==> config.mk <==
export PLATFORM = sky130hd
export DESIGN_NAME = uart_rx_monitor_flat
export DESIGN_NICKNAME = d
export VERILOG_FILES = /design/src/rtl/uart_rx_monitor_pkg.sv /design/src/rtl/uart_rx_monitor_if.sv /design/src/rtl/uart_rx_monitor_sync_fifo.sv /design/src/rtl/uart_rx_monitor.sv /design/src/flat_wrapper.sv
export SDC_FILE = /design/constraint.sdc
export NUM_CORES = 1
export LEC_CHECK = 0
export CAP_MARGIN = 10
export CORE_AREA = 2 2 144 146
export CTS_CLUSTER_DIAMETER = 150
export DETAILED_ROUTE_END_ITERATION = 10
export DIE_AREA = 0 0 146 148
export DONT_BUFFER_PORTS = 1
export GPL_ROUTABILITY_DRIVEN = 0
export GPL_TIMING_DRIVEN = 0
export SLEW_MARGIN = 15
export SYNTH_ARGS = -nofsm -noshare
export SYNTH_HDL_FRONTEND = slang
export SYNTH_SLANG_ARGS = --single-unit
==> constraint.sdc <==
create_clock -name clk -period 6 [get_ports clk]
set_input_delay 1.2 -clock clk [delete_from_list [all_inputs] [get_ports clk]]
set_output_delay 1.2 -clock clk [all_outputs]
set_load 0.02 [all_outputs]
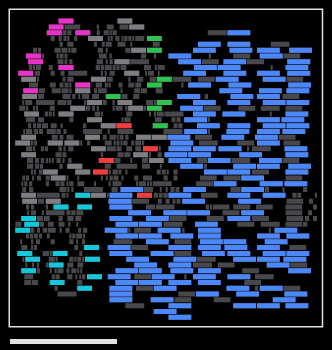
Fig. 1. Sequential cells colored by netlist name (run 1).
Bar = 50 um. Other sequential cells in the stronger gray, the rest of the logic in the fainter gray.
legend:
  blue:
    signal: `u_core.u_fifo.mem`
    placed_flops: 160
  magenta:
    signal: `u_core.tmr`
    placed_flops: 10
    where: north-west
  red:
    signal: `u_core.u_fifo.wptr`
    placed_flops: 5
  green:
    signal: `u_core.shreg`
    placed_flops: 8
    where: north
  cyan:
    signal: `u_core.frame_cnt_o`
    placed_flops: 16
    where: south-west
not colored: 37
fraction of area in registers: 57.5%
final core occ: 54.9%
power of the sequential group: 1.79 mW
FF+latch area: 0.00633 mm^2

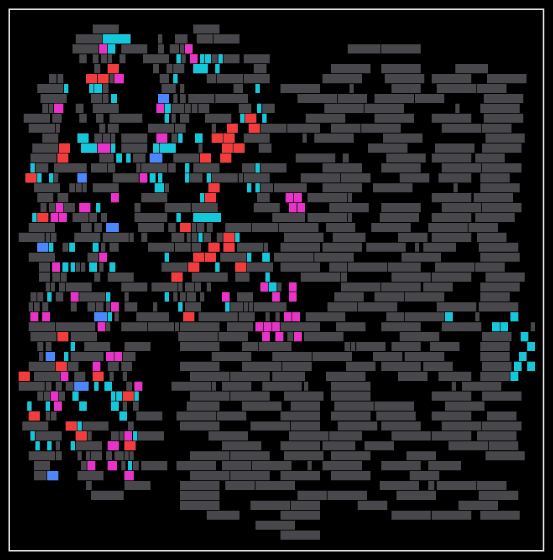
Fig. 2. Logic cells by family (run 1).
legend:
  blue:
    family: non-inverting ao/oa cells
    cells: 9
  cyan:
    family: nor cells
    cells: 96
  magenta:
    family: and/or cells
    cells: 50
  red:
    family: xor and xnor cells
    cells: 37
Layout Cells excl Fill: 988
fraction of standard cell area in multi-input logic: 31.0%
dominant logic cell type in the layout: edfxtp_1

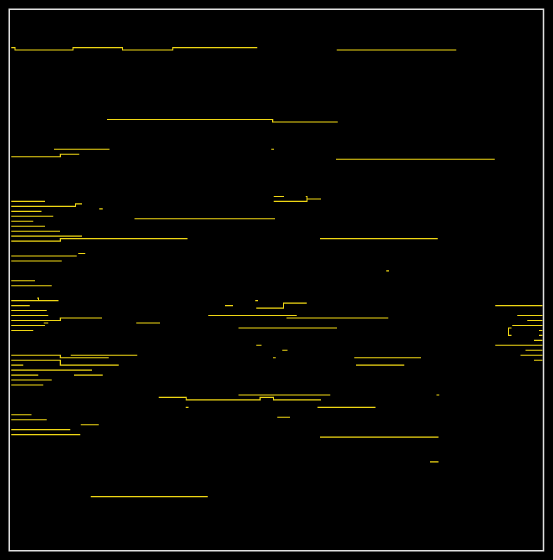
Fig. 3. Met3 routing (run 1).
share of all routed wire: 5.5%
nets with wire on the layer: 60
longest straight run: 45.3 um
main direction: horizontal
wire length on this layer: 1150 um
routed wire length: 20.7 mm
vias: 5641

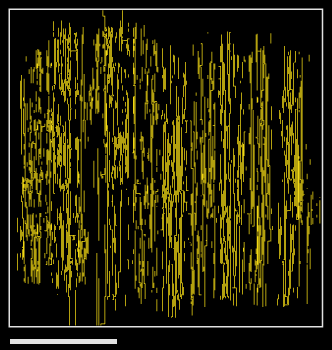
Fig. 4. Metal 2 (run 1).
Bar = 50 um.
share of all routed wire: 51%
main direction: vertical
longest straight run: 77.9 um
GRT met2 Usage: 35.0%

==> flow_metrics.py, run 1 <==
# Flow results
metrics = {
    "final_layout": {
        "n_antenna_cell": 0,
        "buffers": 29,
        "mi_logic_area_mm2": 0.00341,
        "most_frequent_cells_in_the_layout": "edfxtp_1, dfxtp_1, nor2_1",
        "logic_gate_count": 393,
        "nClkBuffers": 36,
    },
    "sta": {
        "rsz0062_at_grt": "no",
        "hold-worst-slack_ns": 0.409,
        "clock.fmax_mhz": 252,
        "tightest_slew_ns": 0.852,
    },
    "synthesis": {
        "mappedNetlistNets": 689,
        "synth.avg_cell_area_um2": 14.7,
    },
    "cts": {
        "post_cts_resized": 0,
        "cts_max_path_buffers": 3,
        "post_cts.repair.setup_buffers": 0,
    },
    "grt": {
        "grt_first_pass_wirelength_mm": 32.5,
    },
    "setup_path": {
        "timing.setup.critical_path_class": "reg -> out",
    },
    "detailed_routing": {
        "firstDrtPassIters": 5,
        "drtAntennaViolNets": 0,
        "initial_drt_markers": 313,
    },
    "power_and_ir_drop": {
        "static-leakage-power_nw": 3.52,
    },
    "outcome": {
        "result_of_the_run": "finished, final reports clean",
    },
    "floorplanning": {
        "die-height_um": 148,
    },
}
-- run 1: per-stage QoR --
step / instance area [um^2] / power, mW / util [%]
floorplan: 9890 / 1.98 / -
global placement: 10200 / 2.02 / 51.0
detailed placement: 10300 / 2.03 / 51.2
CTS: 11000 / 3.46 / 54.9
global route: 11000 / 3.56 / 54.9
finish: 11000 / 3.42 / 54.9
-- run 1: cells by family after synthesis --
family,share of synthesized area (%)
simple gates,11.5
mux,13.2
fa+ha+maj,1.27
compound gates,5.07
flops,64.0
buf+inv,1.73
xor+xnor,3.28
-- run 1: per-layer routing --
metal  vias to the layer above  global-route usage [%]  wire length, um
li1                       2671                       -                -
met1                      2829                    24.8             8580
met2                       110                    35.0            10600
met3                        31                    4.26             1150
met4                         0                    4.37              372
met5                         -                       0                0
--- run 2 (diff from run 1) ---
==> constraint.sdc (replaced) <==
create_clock -name clk -period 3.7 [get_ports clk]
set_input_delay 0.74 -clock clk [delete_from_list [all_inputs] [get_ports clk]]
set_output_delay 0.74 -clock clk [all_outputs]
set_load 0.02 [all_outputs]
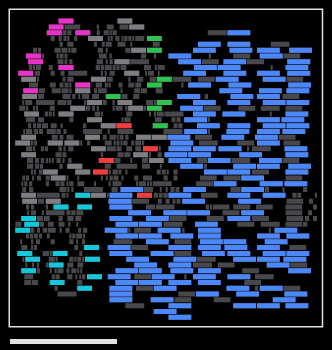
Fig. 5. Sequential cells colored by netlist name (run 2).
Bar = 50 um. Other sequential cells in the stronger gray, the rest of the logic in the fainter gray.
legend:
  blue:
    signal: `u_core.u_fifo.mem`
    placed_flops: 160
  green:
    signal: `u_core.shreg`
    placed_flops: 8
    where: north
  red:
    signal: `u_core.u_fifo.wptr`
    placed_flops: 5
  cyan:
    signal: `u_core.frame_cnt_o`
    placed_flops: 16
    where: south-west
  magenta:
    signal: `u_core.tmr`
    placed_flops: 10
    where: north-west
not colored: 37
power of the sequential group: 2.90 mW

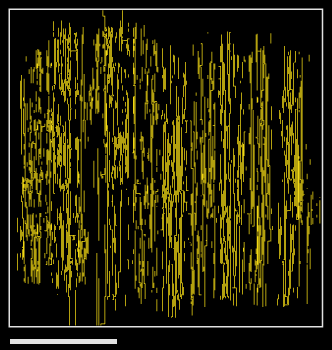
Fig. 6. Metal 2 (run 2).
Bar = 50 um.

==> run 2 against run 1 <==
Cell count unchanged. Count of clock-buffer cells in the layout did not move. Global-route usage is the same. Register-to-register slack got worse by 2.3 ns. Utilization is the same. Critical path depth stayed put. Synthesized cell count stayed put.
==> flow_metrics.py, run 2 <==
# Flow results
metrics = {
    "outcome": {
        "result_of_the_run": "finished, final reports clean",
    },
    "detailed_routing": {
        "routed-via-count": 5641,
        "drtAntennaViolNets": 0,
        "firstDrtPassIters": 5,
        "routed_wire_length_mm": 20.7,
        "initial_drt_markers": 313,
    },
    "synthesis": {
        "aoi_share_pct": 5.07,
        "yosys-top-cells-area": "edfxtp_1, dfxtp_1, mux4_2",
        "synth.comb.largest_family": "multiplexers",
        "post_synth_mux_area_share_pct": 13.2,
        "synth_simple_gate_area_share_pct": 11.5,
        "synth.avg_cell_area_um2": 14.7,
        "share_of_synthesized_cell_area_in_full_adder_half_adder_and_majority_cells_pct": 1.27,
        "mappedNetlistNets": 689,
        "synth_top_cell_by_area": "edfxtp_1",
        "yosys_warnings": 0,
        "xor_share_pct": 3.28,
    },
    "power_and_ir_drop": {
        "total_power_mw": 5.55,
        "static-leakage-power_nw": 3.51,
    },
    "final_layout": {
        "nClkBuffers": 36,
        "buffers": 29,
        "regArea_mm2": 0.00633,
        "mi_logic_area_mm2": 0.00341,
        "largest_reg_flops": 160,
        "layout_top_cell_excl_fill_tap": "edfxtp_1",
        "sh_comb_area_pct": 31.0,
        "logic_gate_count": 393,
        "postLayoutCoreUtil_pct": 54.9,
        "most_frequent_cells_in_the_layout": "edfxtp_1, dfxtp_1, nor2_1",
        "num-nonclk-inverters": 16,
        "n_antenna_cell": 0,
        "post_layout_nonfiller_instances": 988,
        "sh_seq_area_pct": 57.5,
    },
    "cts": {
        "root_buffer": "clkbuf_16",
        "post_cts_resized": 0,
        "post_cts.repair.setup_buffers": 0,
        "cts_max_path_buffers": 3,
    },
    "setup_path": {
        "timing.critical_path.slowest_stage_cell": "mux4_2",
        "timing.setup.critical_path_class": "reg -> out",
    },
    "floorplanning": {
        "tap-cell-count": 270,
        "die-height_um": 148,
    },
    "sta": {
        "clock.fmax_mhz": 285,
        "tightest_slew_ns": 0.852,
        "rsz0062_at_grt": "no",
        "hold-worst-slack_ns": 0.335,
    },
    "grt": {
        "grt_first_pass_wirelength_mm": 32.5,
    },
    "flow_run": {
        "log.warning_count": 29,
    },
    "placed_design": {
        "placed_cell_area_mm2": 0.0103,
        "dp_cells": 944,
    },
}
## run 2: cell counts after synthesis
Identical to the previous run, type by type.
## run 2: layer usage
metal  vias up  track usage (%)  routed length (um)
li1       2671                -                   -
met1      2829             24.8                8580
met2       110             35.0               10600
met3        31             4.26                1150
met4         0             4.37                 372
met5         -                0                   0
## run 2: power by group
| group | total (mW) | switching (mW) | internal, mW |
|---|---|---|---|
| registers | 2.90 | 0.0672 | 2.83 |
| logic | 0.336 | 0.201 | 0.135 |
| clock network | 2.31 | 0.962 | 1.35 |
| total | 5.55 | 1.23 | 4.32 |
## run 2: cells by family after synthesis
logic type | after synthesis
xor gates and xnor gates | 37
and+or+nand+nor | 205
adders and majority gates | 10
muxes | 68
buffers and inverters | 44
AOI/OAI and AO/OA | 73
DFF | 236
No activity file was given, so power comes from the tool's default toggle rates.
